<file path="src/rtl/instr_encoder_loader.sv">
// Instruction encoder / IMEM loader: packs ALU/CMP fields into 32-bit words
// and streams them into a word-addressed instruction memory.
module instr_encoder_loader #(
   parameter int ADDR_WIDTH = 8,
   parameter int MAX_WORDS  = 256,
   parameter int BASE_ADDR  = 0
) (
   input  logic                  clk,
   input  logic                  reset,
   input  logic                  start,
   input  logic                  stop,
   input  logic                  in_valid,
   output logic                  in_ready,
   input  logic                  is_cmp,
   input  logic                  is_imm,
   input  logic [3:0]            fn,
   input  logic [3:0]            rd,
   input  logic [3:0]            rs1,
   input  logic [3:0]            rs2,
   input  logic [15:0]           imm,
   output logic                  mem_wr_en,
   input  logic                  mem_ready,
   output logic [ADDR_WIDTH-1:0] mem_addr,
   output logic [31:0]           mem_wdata,
   output logic [ADDR_WIDTH:0]   word_count,
   output logic                  busy,
   output logic                  full
);

   typedef enum logic [1:0] {
      S_IDLE,
      S_LOAD,
      S_DRAIN,
      S_FULL
   } state_t;

   localparam logic [ADDR_WIDTH-1:0] BASE  = ADDR_WIDTH'(BASE_ADDR);
   localparam logic [ADDR_WIDTH+1:0] LIMIT = (ADDR_WIDTH+2)'(MAX_WORDS);

   state_t state;
   state_t state_next;

   logic [3:0]            opcode;
   logic [31:0]           word;
   logic                  complete;
   logic                  accept;
   logic                  restart;
   logic                  room;
   logic                  last;
   logic [ADDR_WIDTH+1:0] inflight;
   logic [ADDR_WIDTH+1:0] count_inc;

   // Field packing: opcode bits 3 and 1 are always set
   always_comb begin
      opcode = {1'b1, ~is_imm, 1'b1, ~is_cmp};
      if (is_imm)
         word = {fn, opcode, imm, rs1, rd};
      else
         word = {fn, opcode, 12'h000, rs2, rs1, rd};
   end

   // Handshake qualifiers; room counts the pending word as already used
   always_comb begin
      complete  = mem_wr_en & mem_ready;
      accept    = in_valid & in_ready;
      restart   = start & ((state == S_IDLE) | (state == S_FULL));
      inflight  = {1'b0, word_count}
                + {{(ADDR_WIDTH+1){1'b0}}, mem_wr_en};
      count_inc = {1'b0, word_count} + (ADDR_WIDTH+2)'(1);
      room      = inflight < LIMIT;
      last      = count_inc == LIMIT;
   end

   // Session state register
   always_ff @(posedge clk or posedge reset) begin
      if (reset)
         state <= S_IDLE;
      else
         state <= state_next;
   end

   // Session next-state decode
   always_comb begin
      state_next = state;
      unique case (state)
         S_IDLE: begin
            if (start)
               state_next = S_LOAD;
         end
         S_LOAD: begin
            if (complete && last)
               state_next = S_FULL;
            else if (stop)
               state_next = S_DRAIN;
         end
         S_DRAIN: begin
            if (!mem_wr_en || mem_ready)
               state_next = S_IDLE;
         end
         S_FULL: begin
            if (start)
               state_next = S_LOAD;
            else if (stop)
               state_next = S_IDLE;
         end
         default: state_next = S_IDLE;
      endcase
   end

   // Session status and input acceptance
   always_comb begin
      busy     = state != S_IDLE;
      full     = state == S_FULL;
      in_ready = (state == S_LOAD) & (~mem_wr_en | mem_ready) & room;
   end

   // Output register and session counters
   always_ff @(posedge clk or posedge reset) begin
      if (reset) begin
         mem_wr_en  <= 1'b0;
         mem_addr   <= BASE;
         mem_wdata  <= 32'h0;
         word_count <= '0;
      end else if (restart) begin
         mem_addr   <= BASE;
         word_count <= '0;
      end else begin
         if (complete) begin
            mem_addr   <= mem_addr + ADDR_WIDTH'(1);
            word_count <= count_inc[ADDR_WIDTH:0];
         end
         if (accept) begin
            mem_wr_en <= 1'b1;
            mem_wdata <= word;
         end else if (complete) begin
            mem_wr_en <= 1'b0;
         end
      end
   end

endmodule

</file>
<file path="config.mk">
export PLATFORM = sky130hd
export DESIGN_NAME = instr_encoder_loader
export DESIGN_NICKNAME = d
export VERILOG_FILES = /design/src/rtl/instr_encoder_loader.sv
export SDC_FILE = /design/constraint.sdc
export NUM_CORES = 1
export LEC_CHECK = 0
export ABC_CLOCK_PERIOD_IN_PS = 3200
export CAP_MARGIN = 20
export CORE_ASPECT_RATIO = 0.9
export CORE_MARGIN = 8
export CORE_UTILIZATION = 48
export DETAILED_ROUTE_END_ITERATION = 12
export PLACE_DENSITY = 0.86
export RECOVER_POWER = 25
export SLEW_MARGIN = 5
export SYNTH_ARGS = -nofsm -noshare
export SYNTH_HDL_FRONTEND = slang
export SYNTH_SLANG_ARGS = --single-unit
</file>
<file path="constraint.sdc">
create_clock -name clk -period 3.2 [get_ports clk]
set_clock_uncertainty 0.05 [all_clocks]
set_input_delay 0.64 -clock clk [delete_from_list [all_inputs] [get_ports clk]]
set_output_delay 0.64 -clock clk [all_outputs]
set_load 0.005 [all_outputs]
</file>
Fig. 1: run 1, the metal 2 layer
Drawn at 4 px/um.
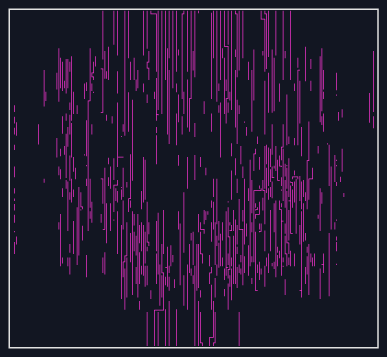
The layer carries 3100 um of wire. The layer holds 52% of the routed length. The wires run mostly vertical. 315 nets have wire on it. The longest straight run is 32.5 um.
Routed Wire Length: 5.956 mm
global-route met2 utilization: 0.2747

Fig. 2: run 1, where the registers sit
Drawn at 4 px/um. Other sequential cells in the stronger gray, the rest of the logic in the fainter gray.
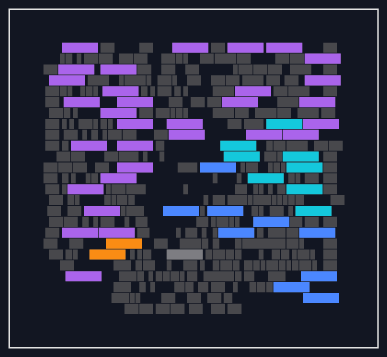
Key: mem_addr = cyan [sequential cells 8, where middle right]; word_count = blue [sequential cells 9]; mem_wdata = purple [sequential cells 31]; state = orange [sequential cells 2]
Another 1 sequential cells are not colored.
Register Area: 1276 um^2
core occupancy in the finished layout: 0.6876
Seq area share: 0.3618
sequential logic power: 1.03 mW

Fig. 3: run 1, supply network
Drawn at 4 px/um. Pins as bars on the die edge.
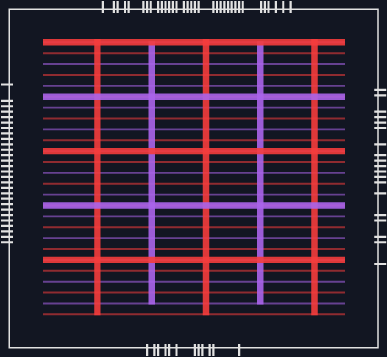
Key: VSS = red; VDD = purple
5 straps on met5. The core has 25 rows. 5 straps on met4. 26 met1 rails follow the rows.
Die Span Y: 84.24 um
worst-case vdd ir drop: 359.2 uV

Fig. 4: run 1, clock wiring as the flow saved it
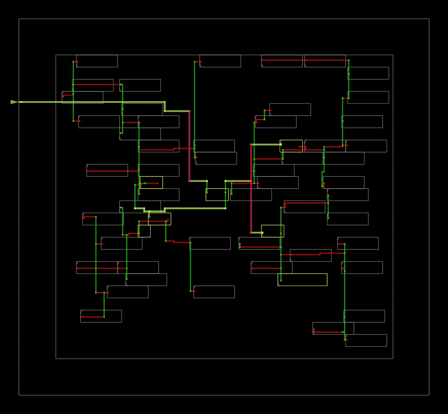
CTS buffer count: 5
Seq cells: 51
Num Clock Sinks: 51
clkbuf count: 5
Latency at later pin: 0.29 ns

==> flow_summary.ini, run 1 <==
; synthesis and place-and-route metrics
[sta]
slew_headroom = 0.3436
period_used_share = 0.8696
tightest_slew_ns = 0.9835
slew_violations = 0
fmax_mhz = 359.4
finalSetupViolations = 0
hold_violations = 0
grt_setup_unrepaired = false
fin_tns_setup_ns = 0
fin_crit_ns = 2.783

[hold_path]
min_from = mem_wdata[15]
hold_path_depth = 2
hold_path_end = mem_wdata[15]
min_path_type = flip-flop to flip-flop

[power]
pwr-share-seq = 0.395
pwr-share-comb = 0.441
switching_power_uw = 799.1
p_clk_frac = 0.164
maxPowerGroup = combinational cells
pg_comb_mw = 1.15
intPower_mw = 1.807
p_sw_frac = 0.3066
power_leakage_nw = 1.532
cellPowerDensity_nw_per_um2 = 738.9
power_clock_uw = 427

[clock_network]
cts_max_level = 2
postCtsSetupRepairBufs = 0
ctsHoldBuffers = 0
post_cts_resized = 0
clk_pin_slew_ns = 0.09
cts_root_buffer = clkbuf_8
clock_path_buffers = 2
tritoncts = done

[job]
tool_warnings = 31
maxCapViolations = 0

[placement]
dp_hpwl_mm = 4.697
gp_congestion = 0.8496
dpl.cell_count = 390
portBuffers = 92

[outcome]
status = complete, no violations

[critical_path]
slowest_stage = clkdlybuf4s50_1
cp_max_fo = 6
cp_common_cell = clkdlybuf4s50_1
critPathCaptureType = output pin
start_kind = input pin
cp.depth = 4
critical_path.max_stage_delay_ns = 0.61
crit_type = input pin to output pin
cp-endpoint = in_ready
critical_path.cell_chain = clkdlybuf4s50_1 -> o31ai_4 -> a21boi_0 -> clkdlybuf4s50_1
ff2ff_path_depth = 6
required_ns = 2.51
worstSetupStartpoint = mem_ready
cp_top_family = buffers and inverters
rrSetupSlack_ns = 1.14
timing.rr.start = state[1]
regToRegEndpoint = mem_wdata[29]
critical_path_buf_inv_count = 2
cp.arrival_ns = 2.09

[detailed_routing]
drt-met1-wl_mm = 2.278
route.met3.wl_um = 528
drc = 0
wl_per_cell_um = 15.00
vias_per_cell = 5.076
ant_nets = 0
top_layer = met4
drt-pass1-iter-count = 4
routed-wl-met2_mm = 3.098
num_vias = 2015
drt-initial-drc-count = 61

[logic_synthesis]
mux_share = 0.08866
async_flop_share = 1.000
yosysWarnings = 0
yosysTopAreaCell = dfrtp_1
synth.avg_cell_area_um2 = 10.39
synth_area_um2 = 2484
top_cells_by_count = dfrtp_1 (51), nand2_1 (47), o21ai_0 (23), nor2_1 (18), mux2_4 (12)
ys_area_um2 = 2484
synth_nets = 287
synth_seq_share = 0.5139
dominantRegCellSynth = dfrtp_1
top_cell = dfrtp_1
syn-instance-count = 239
adder_share = 0.04030
top_area_frac = 0.5139
ys_ff = 51
edf_count = 0
xor_share = 0.04584
synth_cell_types = 39
topCellsByArea = dfrtp_1 (51%), mux2_4 (7.3%), nand2_1 (7.1%)
simple_gate_share = 0.1597
compound_area_frac = 0.1063
topCombFamilyByArea = simple AND/OR/NAND/NOR gates

[cells_and_area]
nets = 378
largest_reg_flops = 31
synthToLayoutAreaGrowth_pct = 42.02
stdcell_count = 397
top_regs = mem_wdata: 31 flops, word_count: 9 flops, mem_addr: 8 flops
regMostFlops = mem_wdata
antenna_cells = 0
layout_top_cell = clkdlybuf4s50_1
drive_above_1_share = 0.07576
fill_cells = 416
final_cell_mix = clkdlybuf4s50_1 (91), dfrtp_1 (51), nand2_1 (47)

[grt]
use_met3 = 0.06863
grt_use_met1 = 0.1752
grt_pass1_wl_mm = 10.14
antenna_found_initial = 0
busiest_layer = met2
grt_usage = 0.1588
grt_overflow = 0
first_global_vias = 2171
grt_max_degree = 51

[die]
io_pins = 93
chipArea_um2 = 7735
num_rows = 25
initCoreUtil = 0.4841
die_x_um = 91.83
core_area_um2 = 5130
run 1: cell type report:
type,instances,area (um^2),area share
tap,67,83.83,0.02377
clock buffer,5,68.82,0.01951
inverter,8,30.03,0.008514
timing repair buffer,95,935.9,0.2653
clock inverter,2,37.54,0.01064
sequential,51,1276,0.3618
multi-input combinational,169,1095,0.3104
run 1: per-stage QoR:
stage	hold slack, ns	utilization	setup slack [ns]	cell area (um^2)	power, mW
after global placement	0.4093	0.6683	0.4515	3428	2.161
after floorplan	0.4214	-	1.280	2484	1.585
after CTS	0.4419	0.6890	0.4114	3535	2.656
final	0.4346	0.6876	0.4174	3527	2.606
after global routing	0.4688	0.6876	0.2968	3527	2.795
after detailed placement	0.4215	0.6683	0.4194	3428	2.215
==> run 2, diff against run 1 <==
--- a/config.mk
+++ b/config.mk
@@ -5,13 +5,13 @@
 export SDC_FILE = /design/constraint.sdc
 export NUM_CORES = 1
 export LEC_CHECK = 0
+export ABC_AREA = 1
 export ABC_CLOCK_PERIOD_IN_PS = 3200
 export CAP_MARGIN = 20
 export CORE_ASPECT_RATIO = 0.9
-export CORE_MARGIN = 8
 export CORE_UTILIZATION = 48
 export DETAILED_ROUTE_END_ITERATION = 12
-export PLACE_DENSITY = 0.86
+export PLACE_DENSITY = 0.85
 export RECOVER_POWER = 25
 export SLEW_MARGIN = 5
 export SYNTH_ARGS = -nofsm -noshare
Fig. 5: run 2, cell area per tile
Drawn at 4 px/um. The die is cut into 8 by 7 equal tiles; black is low, pale yellow is high, 0 to 100% covered.
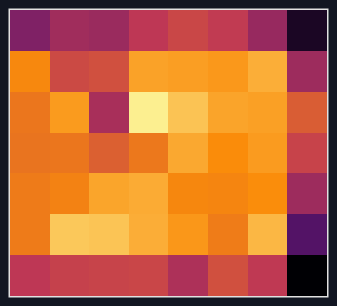
The densest ninth of the die: center. 36% of the tiles are over 75% full. The mean over all tiles is 63%.
core occupancy in the finished layout: 0.7298
FP Util: 0.5140

Fig. 6: run 2, supply network
Drawn at 4 px/um. Pins as bars on the die edge.
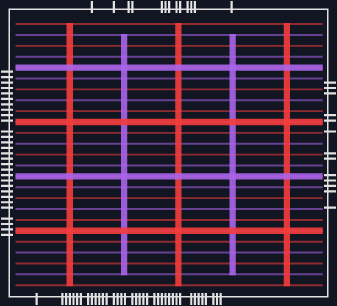
Key: VDD = purple; VSS = red
5 straps on met4. 93 signal pins sit on the boundary. 4 straps on met5. The core has 24 rows.
worst-case vdd ir drop: 440.9 uV
Die W: 79.24 um
core area: 5015 um^2

==> flow_summary.ini, run 2 <==
; synthesis and place-and-route metrics
[logic_synthesis]
edf_count = 0
yosysTopAreaCell = dfrtp_1
synth_nets = 354
syn-instance-count = 306
ys_area_um2 = 2577
synth_cell_types = 32
ys_ff = 51
dominantRegCellSynth = dfrtp_1
adder_share = 0.03883
synth.avg_cell_area_um2 = 8.423
synth_seq_share = 0.4951
topCellsByArea = dfrtp_1 (50%), nand2_1 (13%), o21ai_1 (6.2%)
synth_area_um2 = 2577
mux_share = 0.01553
async_flop_share = 1.000
top_cell = nand2_1

[critical_path]
required_ns = 2.51
cp_max_fo = 3
start_kind = input pin
critPathCaptureType = output pin
cp_common_cell = clkdlybuf4s50_1
crit_type = input pin to output pin
critical_path.cell_chain = clkdlybuf4s50_1 -> inv_1 -> a21oi_1 -> and2_1 -> clkdlybuf4s50_1
cp_top_family = buffers and inverters
critical_path.max_stage_delay_ns = 0.50

[placement]
place_area_um2 = 3546
gp_congestion = 0.8235
preCtsSetupSlack_ns = 0.4748
dp_hpwl_mm = 4.532
portBuffers = 92

[cells_and_area]
top_regs = mem_wdata: 31 flops, word_count: 9 flops, mem_addr: 8 flops
final_cell_mix = clkdlybuf4s50_1 (91), nand2_1 (87), dfrtp_1 (51)
antenna_cells = 0
fill_cells = 378
layout_top_cell = clkdlybuf4s50_1

[detailed_routing]
top_layer = met4
wl_per_cell_um = 13.18
routed-wl-met2_mm = 2.954
vias_per_cell = 4.927
drt-met1-wl_mm = 2.711
totalWireLength_mm = 6.103
num_vias = 2281
ant_nets = 0
drt-initial-drc-count = 156

[sta]
slew_headroom = 0.2381
grt_setup_unrepaired = false
fin_hold_ws_ns = 0.4442
fin_crit_ns = 2.738
period_used_share = 0.8556
hold_violations = 0
tightest_slew_ns = 1.142
fin_tns_setup_ns = 0

[outcome]
status = complete, no violations

[grt]
first_global_vias = 2338
grt_overflow = 0
grt_pass1_wl_mm = 10.67
busiest_layer = met2
use_met2 = 0.3994
antenna_found_initial = 0

[clock_network]
cts_max_level = 2
clock_path_buffers = 2
cts_root_buffer = clkbuf_8
cts_sinks = 51
numCtsBuffers = 5
ctsHoldBuffers = 0

[power]
finalPower_mw = 2.456
cellPowerDensity_nw_per_um2 = 671.1
pg_comb_mw = 1.01
switching_power_uw = 810.5
p_sw_frac = 0.3300
p_clk_frac = 0.189
pwr-share-comb = 0.411

[job]
tool_warnings = 31

[hold_path]
min_path_type = flip-flop to flip-flop

[die]
chipArea_um2 = 5667
io_pins = 93
==> run 2: path summary, 6_finish.rpt <==
path                                from            end  slack [ns]  cells after the start
max                            mem_ready       in_ready        0.46                      5
min                        mem_wdata[31]  mem_wdata[31]        0.44                      2
max reg2reg                     state[1]    mem_addr[7]        1.13                      9
min reg2reg                mem_wdata[31]  mem_wdata[31]        0.44                      2
max in group asynchronous          reset  mem_wdata[27]        1.13                      3
min in group asynchronous          reset    mem_addr[3]        1.01                      2
==> run 2: layout make-up <==
type / count / area, um^2 / share of cell area
clock inverter: 2 / 35.03 / 0.009573
clock buffer: 6 / 82.58 / 0.02256
timing repair buffer: 95 / 952.2 / 0.2602
sequential: 51 / 1276 / 0.3487
tap: 65 / 81.33 / 0.02222
inverter: 42 / 157.7 / 0.04308
multi-input combinational: 202 / 1075 / 0.2937
Power is estimated from default activity; no workload was simulated.
